--- config.mk ---
export PLATFORM = sky130hd
export DESIGN_NAME = adpcm_code_packer
export DESIGN_NICKNAME = d
export VERILOG_FILES = /design/src/rtl/adpcm_code_packer.sv
export SDC_FILE = /design/constraint.sdc
export NUM_CORES = 1
export LEC_CHECK = 0
export ABC_AREA = 1
export CAP_MARGIN = 20
export CORE_MARGIN = 1
export CORE_UTILIZATION = 35
export CTS_BUF_LIST = sky130_fd_sc_hd__clkbuf_8
export CTS_CLUSTER_SIZE = 28
export DETAILED_ROUTE_END_ITERATION = 8
export GPL_TIMING_DRIVEN = 1
export PLACE_DENSITY = 0.55
export SYNTH_ARGS = -nofsm -noshare
export SYNTH_HDL_FRONTEND = slang
export SYNTH_SLANG_ARGS = --single-unit
--- constraint.sdc ---
create_clock -name clk -period 11.3 [get_ports clk]
set_input_delay 2.26 -clock clk [delete_from_list [all_inputs] [get_ports clk]]
set_output_delay 2.26 -clock clk [all_outputs]
set_load 0.01 [all_outputs]
--- src/rtl/adpcm_code_packer.sv ---
// Packs 4-bit ADPCM codes (first code in the low nibble) into words and queues them in a FWFT FIFO.
// Optional ADPCM_PACK_STATS_EN adds a saturating drop_count output.
module adpcm_code_packer #(
    parameter int unsigned NIBBLES_PER_WORD = 2,
    parameter int unsigned FIFO_DEPTH       = 8
) (
    input  logic                          clk,
    input  logic                          reset,
    input  logic [3:0]                    code,
    input  logic                          code_valid,
    input  logic                          flush,
    output logic [4*NIBBLES_PER_WORD-1:0] out_data,
    output logic                          out_valid,
    input  logic                          out_ready,
    output logic                          overflow,
    output logic [$clog2(FIFO_DEPTH):0]   fifo_level
`ifdef ADPCM_PACK_STATS_EN
    ,
    output logic [15:0]                   drop_count
`endif
);

    localparam int unsigned WORD_W = 4 * NIBBLES_PER_WORD;
    localparam int unsigned CNT_W  = $clog2(NIBBLES_PER_WORD);
    localparam int unsigned IDX_W  = $clog2(FIFO_DEPTH);
    localparam int unsigned PTR_W  = IDX_W + 1;
    localparam logic [CNT_W-1:0] LastNib = CNT_W'(NIBBLES_PER_WORD - 1);

    typedef enum logic [0:0] {StFill, StPad} state_e;

    state_e             state_q, state_d;
    logic [CNT_W-1:0]   nib_cnt_q, nib_cnt_d;
    logic [WORD_W-1:0]  asm_q, asm_d;
    logic [WORD_W-1:0]  word_next;
    logic               complete, has_data, push;

    logic [WORD_W-1:0]  mem [FIFO_DEPTH];
    logic [PTR_W-1:0]   wr_ptr_q, wr_ptr_d, rd_ptr_q, rd_ptr_d;
    logic [PTR_W-1:0]   level, level_d;
    logic [WORD_W-1:0]  out_data_q, out_data_d;
    logic               full, pop, wr_en, drop, overflow_q;

    // Packer: word_next is the assembly register with this cycle's code merged in.
    always_comb begin
        word_next = asm_q;
        for (int i = 0; i < int'(NIBBLES_PER_WORD); i++) begin
            if (code_valid && nib_cnt_q == CNT_W'(i)) begin
                word_next[4*i +: 4] = code;
            end
        end
        complete = code_valid && (nib_cnt_q == LastNib);
        has_data = code_valid || (nib_cnt_q != '0);
        push     = complete || (flush && has_data);

        // PAD only follows a flush that coincided with a completing code; the partial word is
        // then empty, so its padding is a no-op and incoming codes are taken as in FILL.
        state_d = state_q;
        unique case (state_q)
            StFill:  if (flush && complete) state_d = StPad;
            StPad:   state_d = StFill;
            default: state_d = StFill;
        endcase

        asm_d     = asm_q;
        nib_cnt_d = nib_cnt_q;
        if (push) begin
            asm_d     = '0;
            nib_cnt_d = '0;
        end else if (code_valid) begin
            asm_d     = word_next;
            nib_cnt_d = nib_cnt_q + CNT_W'(1);
        end
    end

    always_ff @(posedge clk or negedge reset) begin
        if (!reset) begin
            state_q   <= StFill;
            nib_cnt_q <= '0;
            asm_q     <= '0;
        end else begin
            state_q   <= state_d;
            nib_cnt_q <= nib_cnt_d;
            asm_q     <= asm_d;
        end
    end

    // FIFO: a pop frees a slot before a same-cycle push is judged against full.
    always_comb begin
        level    = wr_ptr_q - rd_ptr_q;
        full     = (level == PTR_W'(FIFO_DEPTH));
        pop      = (level != '0) && out_ready;
        wr_en    = push && (!full || pop);
        drop     = push && full && !pop;
        wr_ptr_d = wr_ptr_q + PTR_W'(wr_en);
        rd_ptr_d = rd_ptr_q + PTR_W'(pop);
        level_d  = wr_ptr_d - rd_ptr_d;

        // Next head: hold when going empty, bypass the word being written if it becomes head.
        out_data_d = out_data_q;
        if (level_d != '0) begin
            if (wr_en && rd_ptr_d[IDX_W-1:0] == wr_ptr_q[IDX_W-1:0]) begin
                out_data_d = word_next;
            end else begin
                out_data_d = mem[rd_ptr_d[IDX_W-1:0]];
            end
        end
    end

    always_ff @(posedge clk) begin
        if (wr_en) begin
            mem[wr_ptr_q[IDX_W-1:0]] <= word_next;
        end
    end

    always_ff @(posedge clk or negedge reset) begin
        if (!reset) begin
            wr_ptr_q   <= '0;
            rd_ptr_q   <= '0;
            out_data_q <= '0;
            overflow_q <= 1'b0;
        end else begin
            wr_ptr_q   <= wr_ptr_d;
            rd_ptr_q   <= rd_ptr_d;
            out_data_q <= out_data_d;
            if (drop) overflow_q <= 1'b1;
        end
    end

    assign out_data   = out_data_q;
    assign out_valid  = (level != '0);
    assign fifo_level = level;
    assign overflow   = overflow_q;

`ifdef ADPCM_PACK_STATS_EN
    logic [15:0] drop_count_q;

    always_ff @(posedge clk or negedge reset) begin
        if (!reset) begin
            drop_count_q <= '0;
        end else if (drop && drop_count_q != 16'hFFFF) begin
            drop_count_q <= drop_count_q + 16'd1;
        end
    end

    assign drop_count = drop_count_q;
`endif

endmodule

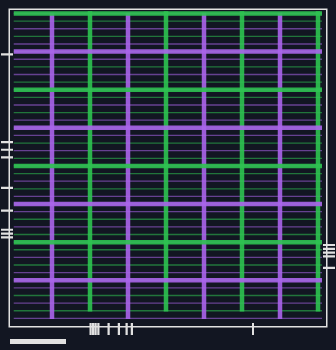
(run_1/floorplan.png)
Bar = 20 um. Pins as bars on the die edge.
VSS: in purple. VDD: in green.
23 signal pins sit on the boundary. 8 straps on met4. 8 straps on met5. The core has 40 rows. 41 met1 rails follow the rows.
Chip Height: 112.8 um
die width: 112.8 um
Peak supply drop: 122.7 uV
area of the core: 11,960 um2

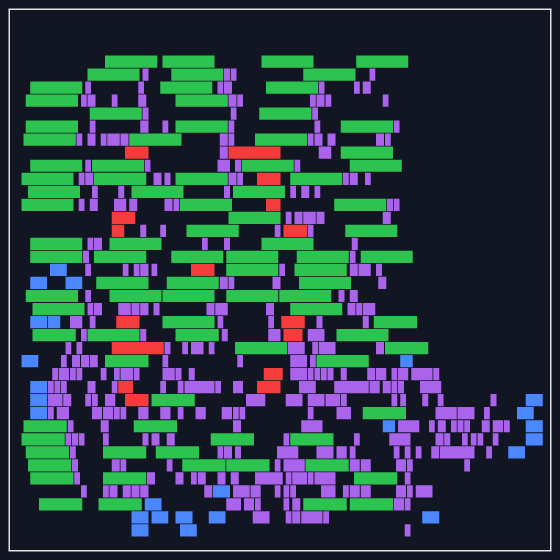
(run_1/class_map.png)
registers: in green, cells 90, share of their area 55%. remaining buffers and delay cells: in blue, cells 25, share of their area 5.2%. remaining logic cells: in purple, cells 317, share of their area 35%. clock drivers and dummy loads: in red, cells 16, share of their area 4.9%.
final instance area: 4885 um2
Util after Layout: 0.4084
Seq area share: 0.5266

==> run summary, run 1 <==
fresh numbers from the pnr run: clock network contribution to total cell area 0.04739, Init Core Util 0.3590, port bufs 22, met1 wire length 3981 um, Worst Hold Class reg2reg, highest metal used met4, sequential power share 0.293, status finished clean, CP bufs+invs 4, Main logic family simple AND/OR/NAND/NOR gates, number of fillers in the final layout between 1,000 and 1,500, Startpoint Class input port, FP Rows ~40, Top cell excl fill/tap nand2_1, peak fanout along the critical path 18, WL met2 4489 um, Post-synth top cells nand2_1, edfxtp_1, nand3_1, antenna violations before repair 0, Final Hold Fails 0, Synth Flop Type edfxtp_1, sequential area share after synthesis 0.5991, Diodes inserted 0, root buffer cell clkbuf_8, drt wl/cell around 15 um, HPWL Detailed roughly 6000 um, Comb/total area 0.3030, clock tree from TritonCTS done, Final #Nets 463, signal buffers share of area 0.04969, cell taking the most area after synthesis edfxtp_1, top cells by area edfxtp_1, dfrtp_1, nand2_1, Final Setup Violations 0, top-count cell post-synth nand2_1, pwr dens between 300 and 400 nW/um2, storage element area roughly 2600 um2, clock sink total roughly 90, First DRT Iteration DRCs 116
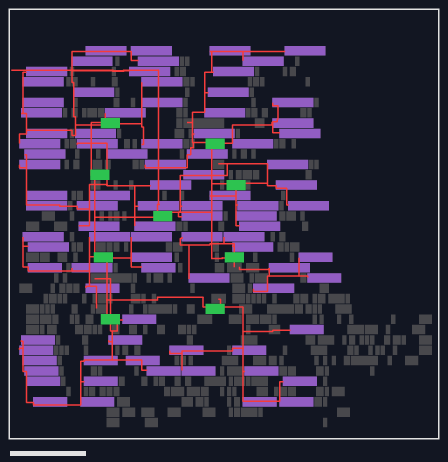
(run_1/clock_wires.png)
Bar = 20 um.
clock wires: in red, length 1,000 um. clock-net drivers: in green, count 9. flip-flops: in purple, count 90.
There are 10 routed clock nets.
clk pwr: 0.249 mW
Late-Pin Clk Latency: 0.35 ns
skew final: 0.009793 ns
clock power share: 0.156

==> run_1/layers.png <==
Bar = 20 um.
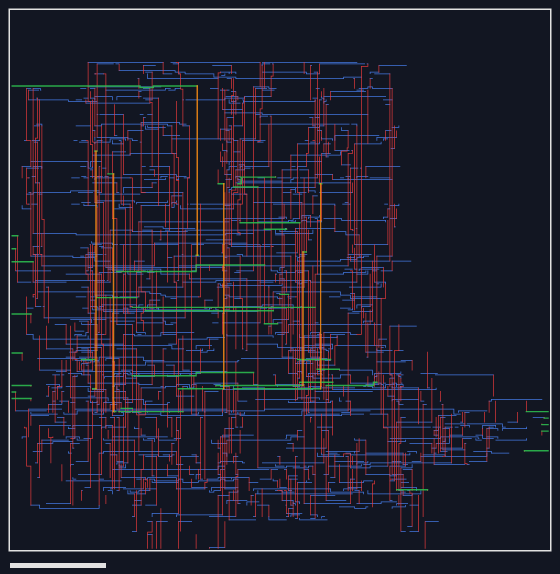

## Run 2: what changed since run 1
--- a/config.mk
+++ b/config.mk
@@ -13,7 +13,7 @@
 export CTS_CLUSTER_SIZE = 28
 export DETAILED_ROUTE_END_ITERATION = 8
 export GPL_TIMING_DRIVEN = 1
-export PLACE_DENSITY = 0.55
+export PLACE_DENSITY = 0.57
 export SYNTH_ARGS = -nofsm -noshare
 export SYNTH_HDL_FRONTEND = slang
 export SYNTH_SLANG_ARGS = --single-unit
==> constraint.sdc (replaced) <==
create_clock -name clk -period 4.69 [get_ports clk]
set_input_delay 0.938 -clock clk [delete_from_list [all_inputs] [get_ports clk]]
set_output_delay 0.938 -clock clk [all_outputs]
set_load 0.01 [all_outputs]
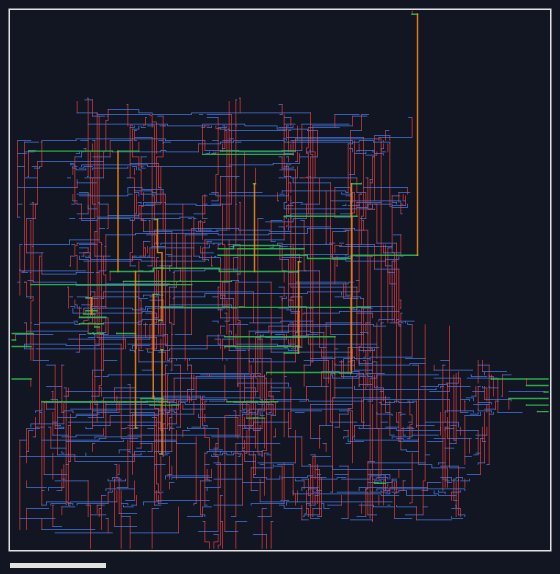
(run_2/layers.png)
Bar = 20 um.
M1: in blue, wire length 4,050 um. M4: in orange, wire length 254 um. M2: in red, wire length 4,410 um. M3: in green, wire length 471 um.
via count: 2,988
GRT Overall Usage: 0.1555
DRT Wirelength: 9188 um
drt wl/cell: 15.34 um

==> run 2 against run 1 <==
Register-to-register slack worse by 6.6 ns. Wire length is 1.4% higher. Design area is 0.49% lower. Total power is 140% higher. Sequential power is 140% higher. Non-clock buffer count is 4 higher. Utilization is 0.20 points lower. Synthesized cell count stayed put. Highest routed layer unchanged.
==> run summary, run 2 <==
fresh numbers from the pnr run: pwr dens about 780 nW/um2, clock power share 0.130, final instance area between 4000 and 5000 um2, Util after Layout 0.4064, die width approximately 110 um, clock tree from TritonCTS done, clock sink total ~90, met1 wire length 4053 um, clock network contribution to total cell area 0.03810, Final Hold Fails 0, CP bufs+invs 4, skew final 0.007025 ns, number of fillers in the final layout ~1,100, status finished clean, signal buffers share of area 0.05611, Final Setup Violations 0, antenna violations before repair 0, Init Core Util 0.3590, HPWL Detailed roughly 6100 um, WL met2 4409 um, sequential power share 0.297, Main logic family simple AND/OR/NAND/NOR gates
## Run 3: what changed since run 2
--- a/config.mk
+++ b/config.mk
@@ -6,7 +6,6 @@
 export NUM_CORES = 1
 export LEC_CHECK = 0
 export ABC_AREA = 1
-export CAP_MARGIN = 20
 export CORE_MARGIN = 1
 export CORE_UTILIZATION = 35
 export CTS_BUF_LIST = sky130_fd_sc_hd__clkbuf_8
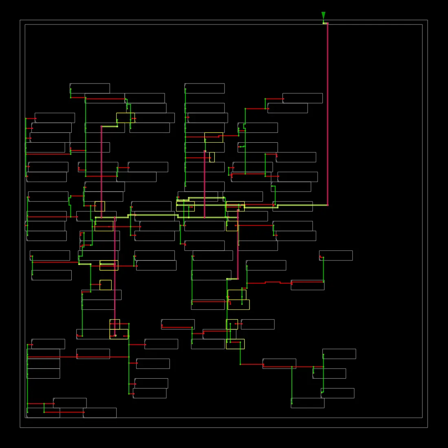
(run_3/clock_nets.png)
number of flip-flops and latches: 90
clock sink total: 90
Late-Pin Clk Latency: 0.36 ns
# clk buffers: 9
CTS Buf Count: 9

==> run 3 against run 2 <==
Via count did not move. Maximum frequency did not move. Largest cell class unchanged. Critical path depth did not move.
==> run summary, run 3 <==
fresh numbers from the pnr run: skew final approximately 0.0070 ns, area of the core 11,960 um2, clock power share 0.130, Peak supply drop 254.9 uV, HPWL Detailed 6144 um, Seq area share 0.5292, signal buffers share of area 0.05611, die width roughly 110 um, top cells by area edfxtp_1, dfrtp_1, nand2_1, Init Core Util 0.3590, storage element area about 2600 um2, drt wl/cell ~15 um, number of fillers in the final layout about 1,100, highest metal used met4, Final Setup Violations 0, Post-synth top cells nand2_1, edfxtp_1, nand3_1, sequential area share after synthesis 0.5991, Top cell excl fill/tap nand2_1, sequential power share 0.297, via count roughly 3,000, peak fanout along the critical path 11, Startpoint Class flip-flop, FP Rows approximately 40, clock network contribution to total cell area 0.03810, Comb/total area 0.3030, status finished clean, pwr dens just under 800 nW/um2, Util after Layout 0.4064, port bufs 22, clock tree from TritonCTS done, Final Hold Fails 0, CP bufs+invs 4, clk pwr just under 0.5 mW
No activity file was given, so power comes from the tool's default toggle rates.
